<file path="config.mk">
export PLATFORM = sky130hd
export DESIGN_NAME = rs_sched_ctrl
export DESIGN_NICKNAME = d
export VERILOG_FILES = /design/src/rtl/rs_ctrl_pkg.sv /design/src/rtl/rs_delay_line.sv /design/src/rtl/rs_sched_ctrl.sv
export SDC_FILE = /design/constraint.sdc
export NUM_CORES = 1
export LEC_CHECK = 0
export CAP_MARGIN = 20
export CORE_MARGIN = 5
export CORE_UTILIZATION = 45
export CTS_CLUSTER_DIAMETER = 40
export CTS_CLUSTER_SIZE = 10
export DETAILED_ROUTE_END_ITERATION = 6
export PLACE_DENSITY = 0.71
export SLEW_MARGIN = 25
export SYNTH_ARGS = -nofsm -noshare
export SYNTH_HDL_FRONTEND = slang
export SYNTH_SLANG_ARGS = --single-unit
</file>
<file path="constraint.sdc">
create_clock -name clk -period 3 [get_ports clk]
set_clock_uncertainty 0.2 [all_clocks]
set_input_delay 0.3 -clock clk [delete_from_list [all_inputs] [get_ports clk]]
set_output_delay 0.3 -clock clk [all_outputs]
set_load 0.1 [all_outputs]
</file>
<file path="src/rtl/rs_ctrl_pkg.sv">
// Shared types and constants for the row-stationary scheduler.
// Holds the sequencer state encoding, buffer chip-select codes and default array geometry.
package rs_ctrl_pkg;

  typedef enum logic [2:0] {
    ST_IDLE   = 3'd0,
    ST_LOAD_W = 3'd1,
    ST_CONV   = 3'd2,
    ST_DRAIN  = 3'd3,
    ST_DONE   = 3'd4
  } state_e;

  localparam logic [1:0] CS_IDLE   = 2'b00;
  localparam logic [1:0] CS_FMAPS  = 2'b01;
  localparam logic [1:0] CS_WEIGHT = 2'b10;

  localparam int DEF_FILT_W = 5;
  localparam int DEF_FMAP_W = 32;
  localparam int N_OUT      = DEF_FMAP_W - DEF_FILT_W + 1;

endpackage

</file>
<file path="src/rtl/rs_delay_line.sv">
// Fixed-depth shift register with synchronous flush.
// Aligns the array's window-complete flag and column index with the PE pipeline.
module rs_delay_line #(
  parameter int WIDTH = 1,
  parameter int DEPTH = 1
) (
  input  logic             clk,
  input  logic             rst_n,
  input  logic             flush,
  input  logic [WIDTH-1:0] din,
  output logic [WIDTH-1:0] dout
);

  logic [WIDTH-1:0] stage_r [DEPTH];

  // Shift stages each cycle; flush empties the whole line.
  always_ff @(posedge clk or negedge rst_n) begin
    if (!rst_n) begin
      for (int i = 0; i < DEPTH; i++) stage_r[i] <= {WIDTH{1'b0}};
    end else if (flush) begin
      for (int i = 0; i < DEPTH; i++) stage_r[i] <= {WIDTH{1'b0}};
    end else begin
      stage_r[0] <= din;
      for (int i = 1; i < DEPTH; i++) stage_r[i] <= stage_r[i-1];
    end
  end

  assign dout = stage_r[DEPTH-1];

endmodule

</file>
<file path="src/rtl/rs_sched_ctrl.sv">
// Row-stationary sequencer: preloads one filter, then streams fmaps windows into the PE array.
// Buffer lanes are registered from the next state; PE flags are the issue cycle registered once.
module rs_sched_ctrl
  import rs_ctrl_pkg::*;
#(
  parameter int FMAP_W      = DEF_FMAP_W,
  parameter int FILT_W      = DEF_FILT_W,
  parameter int FADDR_W     = 5,
  parameter int WADDR_W     = 6,
  parameter int W_BANK_BASE = 32,
  parameter int PE_LAT      = 2
) (
  input  logic               clk,
  input  logic               rst_n,
  input  logic               start,
  input  logic               weight_select,
  input  logic               abort,
  output logic [1:0]         cs,
  output logic [1:0]         we,
  output logic [FADDR_W-1:0] fmaps_addr,
  output logic [WADDR_W-1:0] weight_addr,
  output logic               w_load,
  output logic [2:0]         w_idx,
  output logic               pe_en,
  output logic               psum_clr,
  output logic               pe_last,
  output logic               acc_valid,
  output logic [FADDR_W-1:0] out_col,
  output logic               busy,
  output logic               done
);

  localparam logic [2:0]         K_LAST     = 3'(FILT_W - 1);
  localparam logic [2:0]         DRAIN_LAST = 3'(PE_LAT);
  localparam logic [FADDR_W-1:0] O_LAST     = FADDR_W'(FMAP_W - FILT_W);
  localparam logic [WADDR_W-1:0] BANK1_BASE = WADDR_W'(W_BANK_BASE);
  localparam int                 DL_W       = FADDR_W + 1;

  state_e             state_r, state_s;
  logic [2:0]         k_r, k_s;
  logic [FADDR_W-1:0] o_r, o_s;
  logic               wsel_r, wsel_s;
  logic [1:0]         cs_r, cs_s;
  logic [FADDR_W-1:0] faddr_r, faddr_s;
  logic [WADDR_W-1:0] waddr_r, waddr_s;
  logic               busy_r, busy_s, done_r, done_s;
  logic               w_load_r, w_load_s;
  logic [2:0]         w_idx_r, w_idx_s;
  logic               pe_en_r, pe_en_s, psum_clr_r, psum_clr_s, pe_last_r, pe_last_s;
  logic [FADDR_W-1:0] pe_col_r, pe_col_s;
  logic [DL_W-1:0]    dl_out_s;

  // Next state and loop counters; k doubles as the drain cycle counter.
  always_comb begin
    state_s = state_r;
    k_s     = k_r;
    o_s     = o_r;
    wsel_s  = wsel_r;
    if (abort) begin
      state_s = ST_IDLE;
    end else begin
      case (state_r)
        ST_IDLE: begin
          if (start) begin
            state_s = ST_LOAD_W;
            k_s     = 3'd0;
            wsel_s  = weight_select;
          end else begin
            state_s = ST_IDLE;
          end
        end
        ST_LOAD_W: begin
          if (k_r == K_LAST) begin
            state_s = ST_CONV;
            k_s     = 3'd0;
            o_s     = {FADDR_W{1'b0}};
          end else begin
            k_s = k_r + 3'd1;
          end
        end
        ST_CONV: begin
          if (k_r == K_LAST) begin
            k_s = 3'd0;
            if (o_r == O_LAST) begin
              state_s = ST_DRAIN;
            end else begin
              o_s = o_r + {{(FADDR_W-1){1'b0}}, 1'b1};
            end
          end else begin
            k_s = k_r + 3'd1;
          end
        end
        ST_DRAIN: begin
          if (k_r == DRAIN_LAST) begin
            state_s = ST_DONE;
          end else begin
            k_s = k_r + 3'd1;
          end
        end
        ST_DONE: state_s = ST_IDLE;
        default: state_s = ST_IDLE;
      endcase
    end
  end

  // Buffer lanes for the coming cycle; addresses hold whenever nothing is issued.
  always_comb begin
    cs_s    = CS_IDLE;
    faddr_s = faddr_r;
    waddr_s = waddr_r;
    case (state_s)
      ST_LOAD_W: begin
        cs_s    = CS_WEIGHT;
        waddr_s = (wsel_s ? BANK1_BASE : {WADDR_W{1'b0}}) + WADDR_W'(k_s);
      end
      ST_CONV: begin
        cs_s    = CS_FMAPS;
        faddr_s = o_s + FADDR_W'(k_s);
      end
      default: cs_s = CS_IDLE;
    endcase
    busy_s = (state_s != ST_IDLE);
    done_s = (state_s == ST_DONE);
  end

  // Array flags trail the issue cycle by the one-cycle buffer read latency.
  always_comb begin
    w_idx_s  = w_idx_r;
    pe_col_s = pe_col_r;
    if (!abort && state_r == ST_LOAD_W) begin
      w_load_s = 1'b1;
      w_idx_s  = k_r;
    end else begin
      w_load_s = 1'b0;
    end
    if (!abort && state_r == ST_CONV) begin
      pe_en_s    = 1'b1;
      psum_clr_s = (k_r == 3'd0);
      pe_last_s  = (k_r == K_LAST);
      pe_col_s   = o_r;
    end else begin
      pe_en_s    = 1'b0;
      psum_clr_s = 1'b0;
      pe_last_s  = 1'b0;
    end
  end

  // State, counters and all registered outputs.
  always_ff @(posedge clk or negedge rst_n) begin
    if (!rst_n) begin
      state_r    <= ST_IDLE;
      k_r        <= 3'd0;
      o_r        <= {FADDR_W{1'b0}};
      wsel_r     <= 1'b0;
      cs_r       <= CS_IDLE;
      faddr_r    <= {FADDR_W{1'b0}};
      waddr_r    <= {WADDR_W{1'b0}};
      busy_r     <= 1'b0;
      done_r     <= 1'b0;
      w_load_r   <= 1'b0;
      w_idx_r    <= 3'd0;
      pe_en_r    <= 1'b0;
      psum_clr_r <= 1'b0;
      pe_last_r  <= 1'b0;
      pe_col_r   <= {FADDR_W{1'b0}};
    end else begin
      state_r    <= state_s;
      k_r        <= k_s;
      o_r        <= o_s;
      wsel_r     <= wsel_s;
      cs_r       <= cs_s;
      faddr_r    <= faddr_s;
      waddr_r    <= waddr_s;
      busy_r     <= busy_s;
      done_r     <= done_s;
      w_load_r   <= w_load_s;
      w_idx_r    <= w_idx_s;
      pe_en_r    <= pe_en_s;
      psum_clr_r <= psum_clr_s;
      pe_last_r  <= pe_last_s;
      pe_col_r   <= pe_col_s;
    end
  end

  rs_delay_line #(
    .WIDTH(DL_W),
    .DEPTH(PE_LAT)
  ) u_acc_align (
    .clk  (clk),
    .rst_n(rst_n),
    .flush(abort),
    .din  ({pe_last_r, pe_col_r}),
    .dout (dl_out_s)
  );

  assign cs          = cs_r;
  assign we          = 2'b00;
  assign fmaps_addr  = faddr_r;
  assign weight_addr = waddr_r;
  assign w_load      = w_load_r;
  assign w_idx       = w_idx_r;
  assign pe_en       = pe_en_r;
  assign psum_clr    = psum_clr_r;
  assign pe_last     = pe_last_r;
  assign acc_valid   = dl_out_s[DL_W-1];
  assign out_col     = dl_out_s[FADDR_W-1:0];
  assign busy        = busy_r;
  assign done        = done_r;

endmodule

</file>
Fig. 1: PDN straps and rails
The bar under the picture is 20 um long. Pins as bars on the die edge.
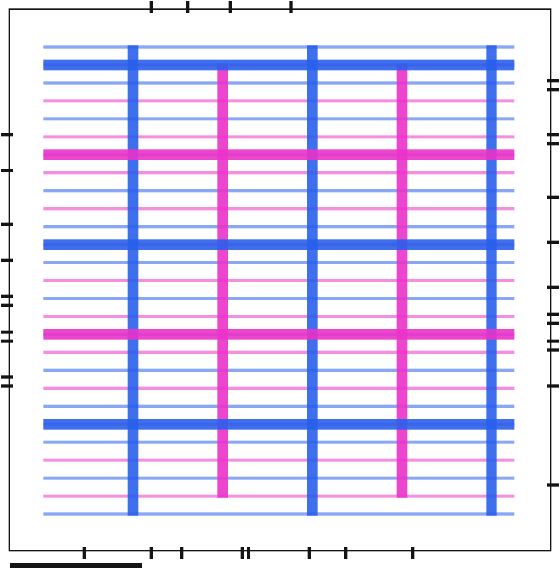
magenta -> VDD
blue -> VSS
signal pins = 35
met1 rails = 27
rows = 26
Core Footprint: 5040 sq um
horizontal die dimension: 81.8 um
Die H: 81.8 um
worst vdd ir: 0.639 mV

Fig. 2: placement by cell class
The bar under the picture is 20 um long.
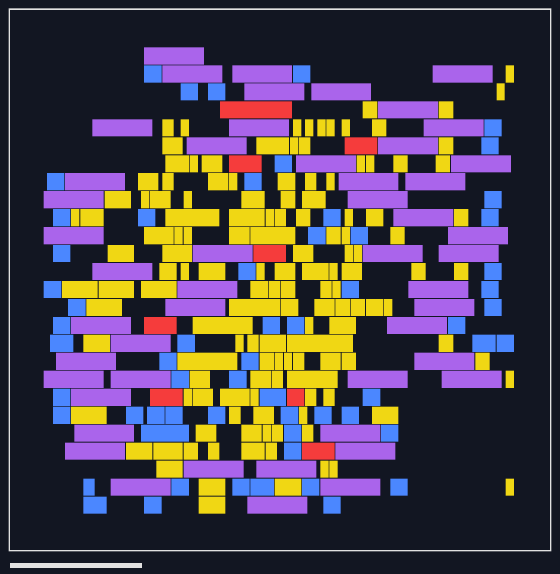
yellow -> all other logic  # cells 138
red -> clock drivers and dummy loads  # cells 8
purple -> flip-flops  # cells 49
blue -> other buffers and delay cells  # cells 60
fraction of area in registers: 41.1%
Layout Utilization: 59.2%
Rows: 26

Fig. 3: clock distribution
The bar under the picture is 20 um long.
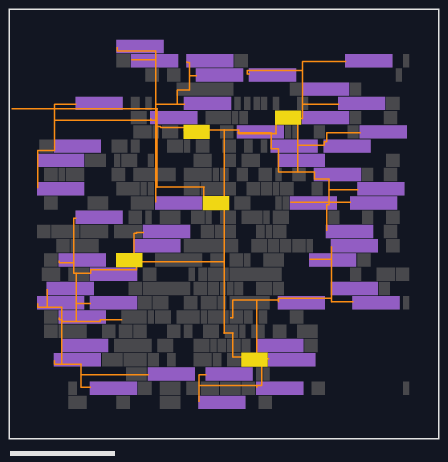
orange -> clock wires  # length 557 um
yellow -> cells driving clock nets  # count 5
purple -> flip-flops  # count 49
flops lie = spread over the die
clock latency on the worst-skew pair: 300 ps
power in the clock group: 0.488 mW
part of the power in the clock network: 23.4%

==> notes.md <==
The run gives 52.9% for the sequential cell area fraction in the yosys report. The global routing report lists combined usage of all routing layers as 14.1%. The family with the most delay on the worst path is adder cells. According to the I/O placement log, the pin count is 35. With the fraction of power spent switching nets at 40.3%, the non-clock inverter count in the final layout is 10. The logs give 5 for the TritonCTS buffer count and 2990 ps for the required time at the worst-slack endpoint. After technology mapping, the gate count stands at 199.

The run gives 0.769 mW for the power consumed by sequential cells. Clock tree buffer depth: 2. According to the hold report, the worst path is of the reg -> reg type.

Number of violations of the max-capacitance limit: 0. Clock root buffer master: clkbuf_8. The depth of the worst register-to-register path was 15. For this run, the chip area from Yosys synthesis comes to 2320 sq um. For the post-placement cell area, the log shows 2740 sq um. The tools report the critical path startpoint as k_r[1]. Once synthesis finished, the tally of register bits stood at 49. The multi-input gate share of total cell area is 34.8%, and the number of remaining DRC errors is 0. Summed over all combinational cells, the power is 0.827 mW. With the placed wire-length estimate after detailed placement at 3160 um, the H-tree level count is 2. Per report_power, the sequential group accounts for 36.9% of the total. For the via count of the first global-routing pass, the log shows 1594. The synthesized netlist devotes 1.51% of its cell area to XOR and XNOR gates. Launch point of the worst reg-to-reg path: k_r[1]. Looking at the hold checks, the worst path lands on u_acc_align.dout[4]. Per the cell usage report, the commonest logic cells after layout are buf_4, dfrtp_1, nand2_1. The run gives 10.8% for the aoi/oai-family share of the synthesized area. After detailed routing, the average wire length per cell comes to 13.4 um. The run gives 2 for the number of setup buffers added after CTS. The tools report the final sequential cell count as 49. The report lists the cells along the critical path as inv_2 -> ha_4 -> nand2_4 -> a21oi_2 -> or3_4 -> nor2_4 -> o22a_1 -> ha_2 -> inv_2 -> fa_2 -> inv_2 -> a21oi_2 -> a21oi_2 -> xnor2_1 -> mux2i_1.

Leaving out buffers and inverters, the combinational logic in the layout accounts for 1040 sq um. The total stage count of the critical path works out to 15. For this run, the slowest stage of the critical path takes 430 ps.

The number of buffers other than clock buffers in the final layout is 60, and the largest fanout of any net on the critical path is 7. The number of antenna violations at the first check in global routing was 0. The netlist uses 54 different library cells. After synthesis the cells add up to 2320 sq um. Of all cell types, the one taking the most synthesized area is dfrtp_1.

TritonCTS built the clock tree. The run gives 4.03% for the clock-cell share of area. The number of pins exceeding their max-slew limit in the final report is 0. With the non-clock buffer share of cell area at 15.9%, the setup slack of the worst register-to-register path is 80 ps.

The run gives 1 for the worst hold path depth. The endpoint of the most critical register-to-register path was fmaps_addr[4]. The count of cells resized by post-cts repair was 5. The main flop type after synthesis was dfrtp_1. Timing analysis after detailed placement gives a worst setup slack of -47.6 ps. For the global routing met2 resource utilization, the log shows 22.4%. The run gives 30 for the number of buffer cells added on primary ports. The number of warning messages in the yosys log was 0; the number of enable flip-flop cells was 0.

On met3, the global router reports a usage of 3.95%. Yosys reports that the most numerous cell types are dfrtp_1, nand2_1, nor2b_1, buf_4, nor2_1. The critical path ends at fmaps_addr[4].

Number of hold violations in the final report: 0. The final-layout fill cell count was 423; the number of diodes was 0. The arithmetic-cell share of the synthesized area counting full adders, half adders and majority gates is 4.64%. In the final routing, the length of wire on met1 measures 1990 um. In the post-route report, total wirelength is listed as 4350 um. With the final worst slack at 81.8 ps, the overall chip area is 6680 sq um. The cell-mix breakdown from Yosys lists the simple-gate area share as 16.7%. The flow ran to the end, and the final reports show no timing, DRC or antenna violations. The clock-pin slew on the worst setup and hold paths works out to 90 ps. The slew at the pin closest to its max-slew limit works out to 542 ps. For the finished layout, the period the worst path requires is 2920 ps. With the cts-stage hold buffer count at 1, the total number of multi-input combinational cells is 128.

The achievable clock frequency came out at 343 MHz. The logs give 63.9% for the remaining max-slew budget at the tightest pin and 325 for the count of non-filler cells in the finished layout. Across the whole layout, storage elements account for 1230 sq um. The highest metal layer carrying signal wires in the routed design is met4. Largest net degree at the start of global routing: 27. Of the combinational cells, the family taking the most area is simple AND/OR/NAND/NOR gates.

The routed length on met3 was 188 um; the DRC violation total after the first TritonRoute iteration was 100. Sorting the synthesized cells by area gives the leading types as dfrtp_1, ha_1, nor2b_1. Summing all non-filler instances in the final layout gives an area of 2980 sq um. For this run, the detailed router's first-pass iteration total came to 4. The mux cell area share after synthesis was 6.86%.

Looking at the setup timing report, the critical path kind is reg -> reg. The most common logic cell in the final layout is buf_4. Summed over all cells, the static leakage comes to 1.47 nW. Per the run report, area growth between synthesis and finish was 28.8%.

The final critical path takes up 97.3% of the cycle. For this design the total switching power over the nets is 0.840 mW. The internal power of the cells totals 1.24 mW. The largest power group is combinational logic.

With the count of antenna-violating nets left after detailed routing at 0, the via total after detailed routing is 1605. After detailed placement, the design holds a cell count of 312. Looking at the area split, the leading class of cells is sequential cells. The tools report the sum of negative setup slack as 0 ps. Looking at hold timing, the worst path starts from u_acc_align.stage_r[10]. The layout clock buffer count is 6, and the initial cell density of the core is 46.0%. Of the total power, combinational logic draws 39.7%.

The floorplan report lists the tap cell count as 70. At the end of the flow, the number of nets in the layout was 267. The worst setup path is captured at a flip-flop. The worst setup path is launched from a flip-flop. Across all hold checks on the routed design, the worst slack comes to 267 ps. The largest individual stage delay along the critical path comes from the cell dfrtp_1. The share of final-layout standard cells stronger than drive strength 1 was 41.2%; the routed via count divided by cell count was 4.94. The first global-routing pass estimated 7270 um of wire.

The critical path contains buffers and inverters numbering 3 combined. The power per cell area was 698 nW/um^2; the routability congestion estimate from global placement was 0.835. For reference, the post-synthesis area per instance comes to 11.6 sq um. The tree built by TritonCTS fans out to 49 sinks.

The final power report lists total power as 2.08 mW. Total length of routed met2 wires: 2110 um. Per the synthesis report, the single largest cell type by area occupies 52.9% of cell area. For the worst setup path, the data arrival time is 2910 ps. The most numerous cell in the Yosys netlist was dfrtp_1. The final timing report counts setup violations totalling 0. For this design, Yosys synthesis ends with a cell count of 199. In this run the tools logged warnings totalling 28. The run gives 18.7% as the met1 global-route usage.

After global routing the overflow that remains totals 0. Counting flops with an async set or reset pin after synthesis yields a share of 100%. Busiest metal layer after global routing: met2.
Power figures rest on the tool's default switching activity, not on a simulated workload.
